<file path="config.mk">
export PLATFORM = sky130hd
export DESIGN_NAME = vending_machine
export DESIGN_NICKNAME = d
export VERILOG_FILES = /design/src/rtl/vending_machine.sv
export SDC_FILE = /design/constraint.sdc
export NUM_CORES = 1
export LEC_CHECK = 0
export CORE_AREA = 2 2 39 41
export CTS_BUF_LIST = sky130_fd_sc_hd__clkbuf_4
export CTS_CLUSTER_SIZE = 28
export DETAILED_ROUTE_END_ITERATION = 10
export DIE_AREA = 0 0 41 43
export HOLD_SLACK_MARGIN = 0.05
export PLACE_DENSITY = 0.43
export SKIP_CTS_REPAIR_TIMING = 1
export SLEW_MARGIN = 10
export SYNTH_ARGS = -nofsm -noshare
export SYNTH_HDL_FRONTEND = slang
export SYNTH_SLANG_ARGS = --single-unit
export TNS_END_PERCENT = 100
</file>
<file path="constraint.sdc">
create_clock -name clk -period 2.2 [get_ports clk]
set_clock_uncertainty 0.15 [all_clocks]
set_input_delay 0.22 -clock clk [delete_from_list [all_inputs] [get_ports clk]]
set_output_delay 0.22 -clock clk [all_outputs]
set_load 0.005 [all_outputs]
</file>
<file path="src/rtl/vending_machine.sv">
`default_nettype none
// ============================================================================
//  Module   : vending_machine
//  Purpose  : Coin-accepting controller for a single-product vending machine.
//             The product costs 15 units. The machine accepts 5-unit and
//             10-unit coins (one coin event per clock) and a cancel request.
//             When the held credit reaches 15 it issues a one-cycle dispense
//             pulse. Overpay (10 + 10) dispenses and returns 5 in the same
//             cycle. Cancel refunds the whole held credit.
//  Ports    : clk     - system clock, all state updates on the rising edge
//             rst     - synchronous, active-high reset (priority over in)
//             in      - coin code: 00 none, 01 five, 10 ten, 11 cancel
//             out     - registered dispense pulse, high for one cycle
//             change  - registered change/refund code, valid for one cycle:
//                       00 none, 01 five, 10 ten (11 never driven)
//  Revision : 1.0 - initial release
// ============================================================================
module vending_machine (
    input  logic       clk,
    input  logic       rst,
    input  logic [1:0] in,
    output logic       out,
    output logic [1:0] change
);

    // Coin codes presented by the validator front end
    localparam logic [1:0] c_IN_NONE   = 2'b00;
    localparam logic [1:0] c_IN_FIVE   = 2'b01;
    localparam logic [1:0] c_IN_TEN    = 2'b10;
    localparam logic [1:0] c_IN_CANCEL = 2'b11;

    // Change codes driven to the refund actuator
    localparam logic [1:0] c_CHG_NONE  = 2'b00;
    localparam logic [1:0] c_CHG_FIVE  = 2'b01;
    localparam logic [1:0] c_CHG_TEN   = 2'b10;

    // Each state records the credit held so far. Encoding 2'b11 is unused
    // and falls back to S0 through the default branch.
    typedef enum logic [1:0] {
        S0  = 2'b00,
        S5  = 2'b01,
        S10 = 2'b10
    } state_t;

    state_t     r_state;
    logic       r_out;
    logic [1:0] r_change;

    // Single registered FSM: next state and both outputs are computed from
    // the current state and the sampled coin code. Outputs default to idle
    // every edge so each pulse lasts exactly one cycle.
    always_ff @(posedge clk) begin
        if (rst) begin
            // Credit is discarded without refund; in is ignored entirely.
            r_state  <= S0;
            r_out    <= 1'b0;
            r_change <= c_CHG_NONE;
        end else begin
            r_out    <= 1'b0;
            r_change <= c_CHG_NONE;
            case (r_state)
                S0: begin
                    case (in)
                        c_IN_FIVE:   r_state <= S5;
                        c_IN_TEN:    r_state <= S10;
                        // Cancel with no credit has nothing to refund
                        c_IN_CANCEL: r_state <= S0;
                        default:     r_state <= S0;
                    endcase
                end
                S5: begin
                    case (in)
                        c_IN_NONE: r_state <= S5;
                        c_IN_FIVE: r_state <= S10;
                        c_IN_TEN: begin
                            r_state <= S0;
                            r_out   <= 1'b1;
                        end
                        default: begin
                            // Cancel: refund the held 5
                            r_state  <= S0;
                            r_change <= c_CHG_FIVE;
                        end
                    endcase
                end
                S10: begin
                    case (in)
                        c_IN_NONE: r_state <= S10;
                        c_IN_FIVE: begin
                            r_state <= S0;
                            r_out   <= 1'b1;
                        end
                        c_IN_TEN: begin
                            // Overpay to 20: dispense and return 5 together
                            r_state  <= S0;
                            r_out    <= 1'b1;
                            r_change <= c_CHG_FIVE;
                        end
                        default: begin
                            // Cancel: refund the held 10
                            r_state  <= S0;
                            r_change <= c_CHG_TEN;
                        end
                    endcase
                end
                default: begin
                    r_state <= S0;
                end
            endcase
        end
    end

    assign out    = r_out;
    assign change = r_change;

endmodule
`default_nettype wire

</file>
run_1/floorplan.png
Scale bar: 10 µm. Pins as bars on the die edge. Tap cells in gray.
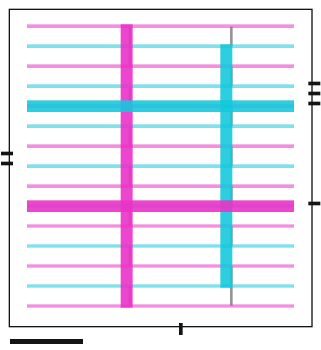
Cyan stands for VDD. Magenta stands for VSS.
The core has 14 rows. 2 straps on met4. 7 signal pins sit on the boundary.

run_1/class_map.png
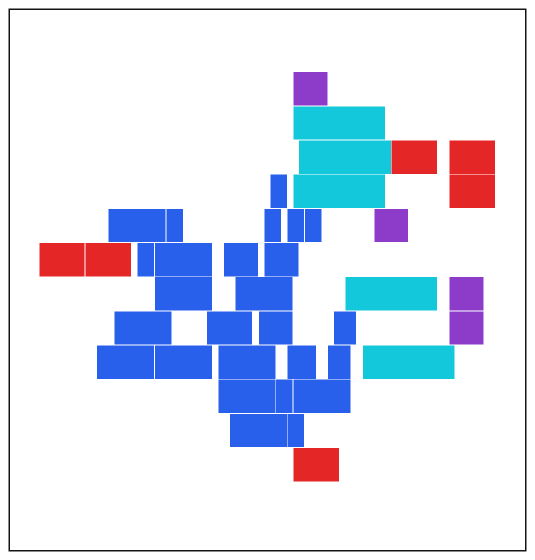
Purple stands for clock drivers and dummy loads, cells 4, share of their area 7.4%. Cyan stands for registers, cells 5, share of their area 25%. Red stands for remaining buffers and delay cells, cells 6, share of their area 15%. Blue stands for remaining logic cells, cells 26, share of their area 53%.
Core Area: 1380 µm²
FP Rows: 14
Final Instance Area: 427 µm²

==> impl_metrics.env, run 1 <==
# implementation run metrics
export IMPL_hpwl_um=413
export IMPL_clk_pin_slew_ns=0.04
export IMPL_drv_cap=0
export IMPL_seqPwrFrac_pct=39.6
export IMPL_crit_path_cell_trace="clkdlybuf4s50_1, inv_1, ha_1, a222oi_1, nor3_1"
export IMPL_ff_count=5
export IMPL_power_frac_clock_pct=47.8
export IMPL_p_comb_share_pct=12.6
export IMPL_fillers=150
export IMPL_io_buffer_count=6
export IMPL_finish_utilization_pct=30.8
export IMPL_grt_pass1_vias=231
export IMPL_ys_cells=31
export IMPL_comb_area_um2=201
export IMPL_status="completed"
export IMPL_cpPeakStageDelay_ns=0.54
export IMPL_fin_setup_tns_ns=0
export IMPL_edf_count=0
export IMPL_cts_tree="built"
export IMPL_ys_area_um2=317
export IMPL_finalMaxSlewViolations=0
export IMPL_n_tap_cell=16
export IMPL_io_pins=7
export IMPL_layout_top_cells="11 x ha_1, 6 x clkdlybuf4s50_1, 5 x dfxtp_1"
export IMPL_hold_viol_final=0
export IMPL_synth_top_cell_by_count="ha_1"
export IMPL_clock_area_share_pct=7.04
export IMPL_post_route_period_util_pct=70.0
export IMPL_tightest_slew_ns=0.295
export IMPL_p_leak_uw=0.000190
export IMPL_largestClassByArea="logic gates"
export IMPL_clockRootBuffer="clkbuf_4"
export IMPL_yosysSeqAreaShare_pct=31.6
export IMPL_post_place_ws_ns=0.393
export IMPL_dp_cells=53
export IMPL_grt_use_total_pct=7.01
export IMPL_cp_depth=5
export IMPL_comb_cell_power_uw=30.4
export IMPL_setup_worst_path_end="r_state[1]"
export IMPL_avgViaCountPerCell=4.05
export IMPL_buf_share_pct=14.1
export IMPL_cts_made_buffers=3
export IMPL_area_leaders="ha_1 43%, dfxtp_1 32%, a22oi_1 7.1%, inv_1 4.7%, nor2_1 3.6%"
export IMPL_syn_inst=31
export IMPL_largest_area_cell="ha_1"
export IMPL_grt_overflow=0
export IMPL_switching_share_pct=21.6
export IMPL_totalPowerFinal_uw=241
export IMPL_logic_gates=22
export IMPL_worstHoldEndpoint="r_state[1]"
export IMPL_seq_area_um2=100
export IMPL_worst_ir_drop_vdd_uv=115
export IMPL_grt_max_degree=5
export IMPL_areaGrowthSynthToFinish_pct=34.8
export IMPL_p_int_uw=189
export IMPL_comb_area_share_pct=47.2
export IMPL_htree_levels=1
export IMPL_drive_gt1_share_pct=9.76
export IMPL_chip_area_um2=1760
export IMPL_power_density_nw_per_um2=566
export IMPL_die_w_um=41
export IMPL_hold_depth=2
export IMPL_rsz0062_at_grt="false"
run_1/clock_wires.png
Scale bar: 10 µm.
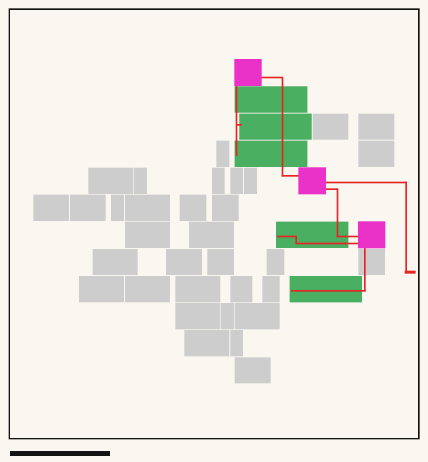
Magenta stands for clock-net drivers, count 3. Red stands for clock wires, length 79.1 µm. Green stands for flip-flops, count 5.
There are 4 routed clock nets.
clock group total power: 116 µW
clk_lat worst skew: 0.24 ns

[run 1: routing by layer]
metal / GRT usage, % / wire length, µm / vias to the layer above
met2: 8.44 / 219 / 8
li1: - / - / 123
met3: 1.57 / 23 / 0
met1: 8.95 / 238 / 100
met5: 0 / 0 / -
met4: 8.00 / 0 / 0
[run 1: cell families after synthesis]
logic type	after synthesis	synth area share, %
AND-OR/OR-AND	4	10.3
adder cells (fa/ha/maj)	11	43.5
buffers and inverters	4	4.74
flip-flops	5	31.6
AND/OR/NAND/NOR	7	9.88
[run 1: sequential cells by signal, summed over array words and instances (netlist names)]
| signal | cells |
|---|---|
| change | 2 |
| r_state | 2 |
| out | 1 |
==> inputs of run 2 (changes only) <==
- PLACE_DENSITY: 0.43 -> 0.44
- clock period: 2.2 -> 1.38 ns (I/O delays scaled with it)
==> impl_metrics.env, run 2 <==
# implementation run metrics
export IMPL_setup_worst_path_end="r_state[1]"
export IMPL_ys_ff=5
export IMPL_grtUsageMet2_pct=13.1
export IMPL_std_cell_rows=14
export IMPL_whs_ns=0.372
export IMPL_drtPass1Iterations=4
export IMPL_hold_depth=2
export IMPL_ys_sh_simple_pct=9.88
export IMPL_grt_overflow=0
export IMPL_power_density_nw_per_um2=881
export IMPL_n_antenna_cell=0
export IMPL_fp_utilization_pct=22.9
export IMPL_hpwl_um=471
export IMPL_grt_pass1_vias=238
export IMPL_yosysSeqAreaShare_pct=31.6
export IMPL_synthesis_area_um2=317
export IMPL_finish_utilization_pct=32.6
export IMPL_place_gp_congestion=0.741
export IMPL_post_place_ws_ns=-0.205
export IMPL_ys_types=9
export IMPL_worstHoldEndpoint="r_state[1]"
export IMPL_dr_total_vias=256
export IMPL_fin_setup_tns_ns=0
export IMPL_mostFrequentLayoutCell="ha_1"
export IMPL_synth_top_cell_by_count="ha_1"
export IMPL_antenna_found_initial=0
export IMPL_areaGrowthSynthToFinish_pct=42.7
export IMPL_grt_busiest_layer="met2"
export IMPL_drive_gt1_share_pct=20.5
export IMPL_core_area_um2=1380
export IMPL_top_logic_kind="adder cells"
export IMPL_wl_met1_um=224
export IMPL_rsz0062_at_grt="false"
export IMPL_largest_area_cell="ha_1"
export IMPL_highest_layer="met4"
export IMPL_clock_latency_ns=0.24
export IMPL_io_buffer_count=6
export IMPL_drc=0
export IMPL_post_route_period_util_pct=95.9
export IMPL_chip_area_um2=1760
export IMPL_min_path_type="in2reg"
export IMPL_path_class="in2reg"
export IMPL_hold_viol_final=0
export IMPL_aoi_share_pct=10.3
export IMPL_place_area_um2=419
export IMPL_warnings=35
export IMPL_xor_area_share_pct=0
export IMPL_wl_met3_um=24
export IMPL_met3_usage_pct=1.57
export IMPL_drv_cap=0
export IMPL_rr_endpoint="r_state[1]"
export IMPL_cts_tree="built"
export IMPL_area_leaders="ha_1 43%, dfxtp_1 32%, a22oi_1 7.1%, inv_1 4.7%, nor2_1 3.6%"
export IMPL_fin_area_um2=452
export IMPL_cp_arrival_ns=1.30
export IMPL_clockRootBuffer="clkbuf_4"
export IMPL_syn_inst=31
export IMPL_totalPowerFinal_uw=398
export IMPL_worst_ir_drop_vdd_uv=243
export IMPL_ys_cells=31
export IMPL_htree_levels=1
export IMPL_avgViaCountPerCell=4.27
export IMPL_final_min_clock_period_ns=1.32
export IMPL_dp_cells=56
export IMPL_route_met2_wl_um=297
export IMPL_finalWorstSetupSlack_ns=0.0563
export IMPL_clockBufferDepth=2
export IMPL_fillers=155
export IMPL_r2r_start="r_state[1]"
export IMPL_ys_area_um2=317
export IMPL_clk_pin_slew_ns=0.04
export IMPL_io_pins=7
export IMPL_synth_async_sr_flop_share_pct=0
export IMPL_edf_count=0
export IMPL_finalMaxSlewViolations=0
export IMPL_status="completed"
export IMPL_setup_viol=0
export IMPL_common_cells="11 x ha_1, 5 x dfxtp_1, 4 x inv_1"
export IMPL_ys_sh_adder_pct=43.5
export IMPL_ant_nets=0
export IMPL_die_h_um=43
export IMPL_startpoint="in[0]"
export IMPL_met1_usage_pct=7.42
export IMPL_ys_sh_mux_pct=0
export IMPL_drtIter0Drc=13
export IMPL_die_w_um=41
export IMPL_syn_avg_cell_area_um2=10.2
export IMPL_tightest_slew_ns=0.276
export IMPL_layout_top_cells="10 x ha_1, 6 x clkdlybuf4s50_1, 5 x dfxtp_1"
export IMPL_grt_max_degree=5
export IMPL_p_leak_uw=0.000203
export IMPL_min_from="rst"
==> run 2: cell counts after synthesis <==
Identical to the previous run, type by type.
==> run 2: cell type report <==
| cell class | count | area (µm²) | area share [%] |
|---|---|---|---|
| Timing Repair Buffer | 9 | 82.6 | 18.3 |
| Tap cell | 16 | 20.0 | 4.43 |
| Inverter | 4 | 15.0 | 3.32 |
| Clock buffer | 4 | 30.0 | 6.65 |
| Multi-Input combinational cell | 22 | 204 | 45.2 |
| Sequential cell | 5 | 100 | 22.2 |
==> run 2: worst max-delay path: stages <==
cell             delay, ns
clkdlybuf4s50_1       0.48
inv_1                 0.08
ha_2                  0.19
a222oi_1              0.33
nor3_1                0.07
==> run 2: report_power, final <==
part	total, µW	switching (µW)	internal (µW)
Sequential	151	2.33	149
Combinational	57.7	27.6	30.1
Clock	189	60.1	129
run_2/clock_nets.png
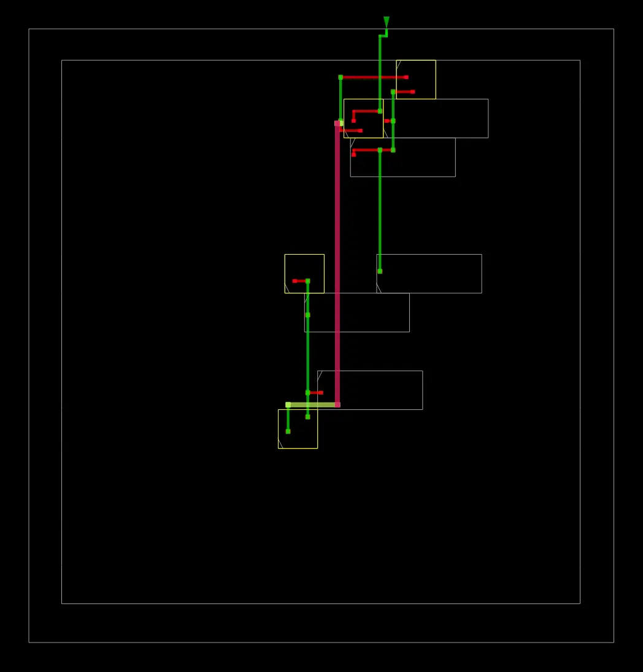
Sink Count: 5
clock group total power: 189 µW
Seq cells: 5
clock buffers: 4
CTS buffer count: 3

run_2/floorplan.png
Scale bar: 10 µm. Pins as bars on the die edge. Tap cells in gray.
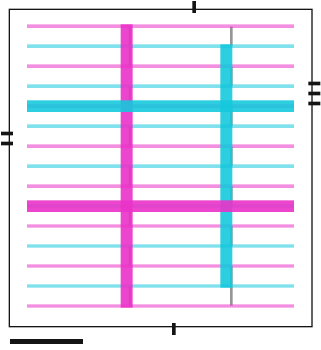
Magenta stands for VSS. Cyan stands for VDD.
16 tap cells. 15 met1 rails follow the rows. 2 straps on met4. 7 signal pins sit on the boundary. 2 straps on met5.

run_2/layers.png
Scale bar: 10 µm. Two of the layers only.
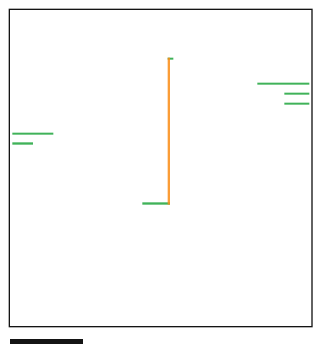
Orange stands for M4, wire length 19.7 µm. Green stands for M3, wire length 24.5 µm.
Detailed Route WL: 565 µm
GRT Overall Usage: 7.74%
Avg WL per Cell: 9.42 µm

Power figures rest on the tool's default switching activity, not on a simulated workload.
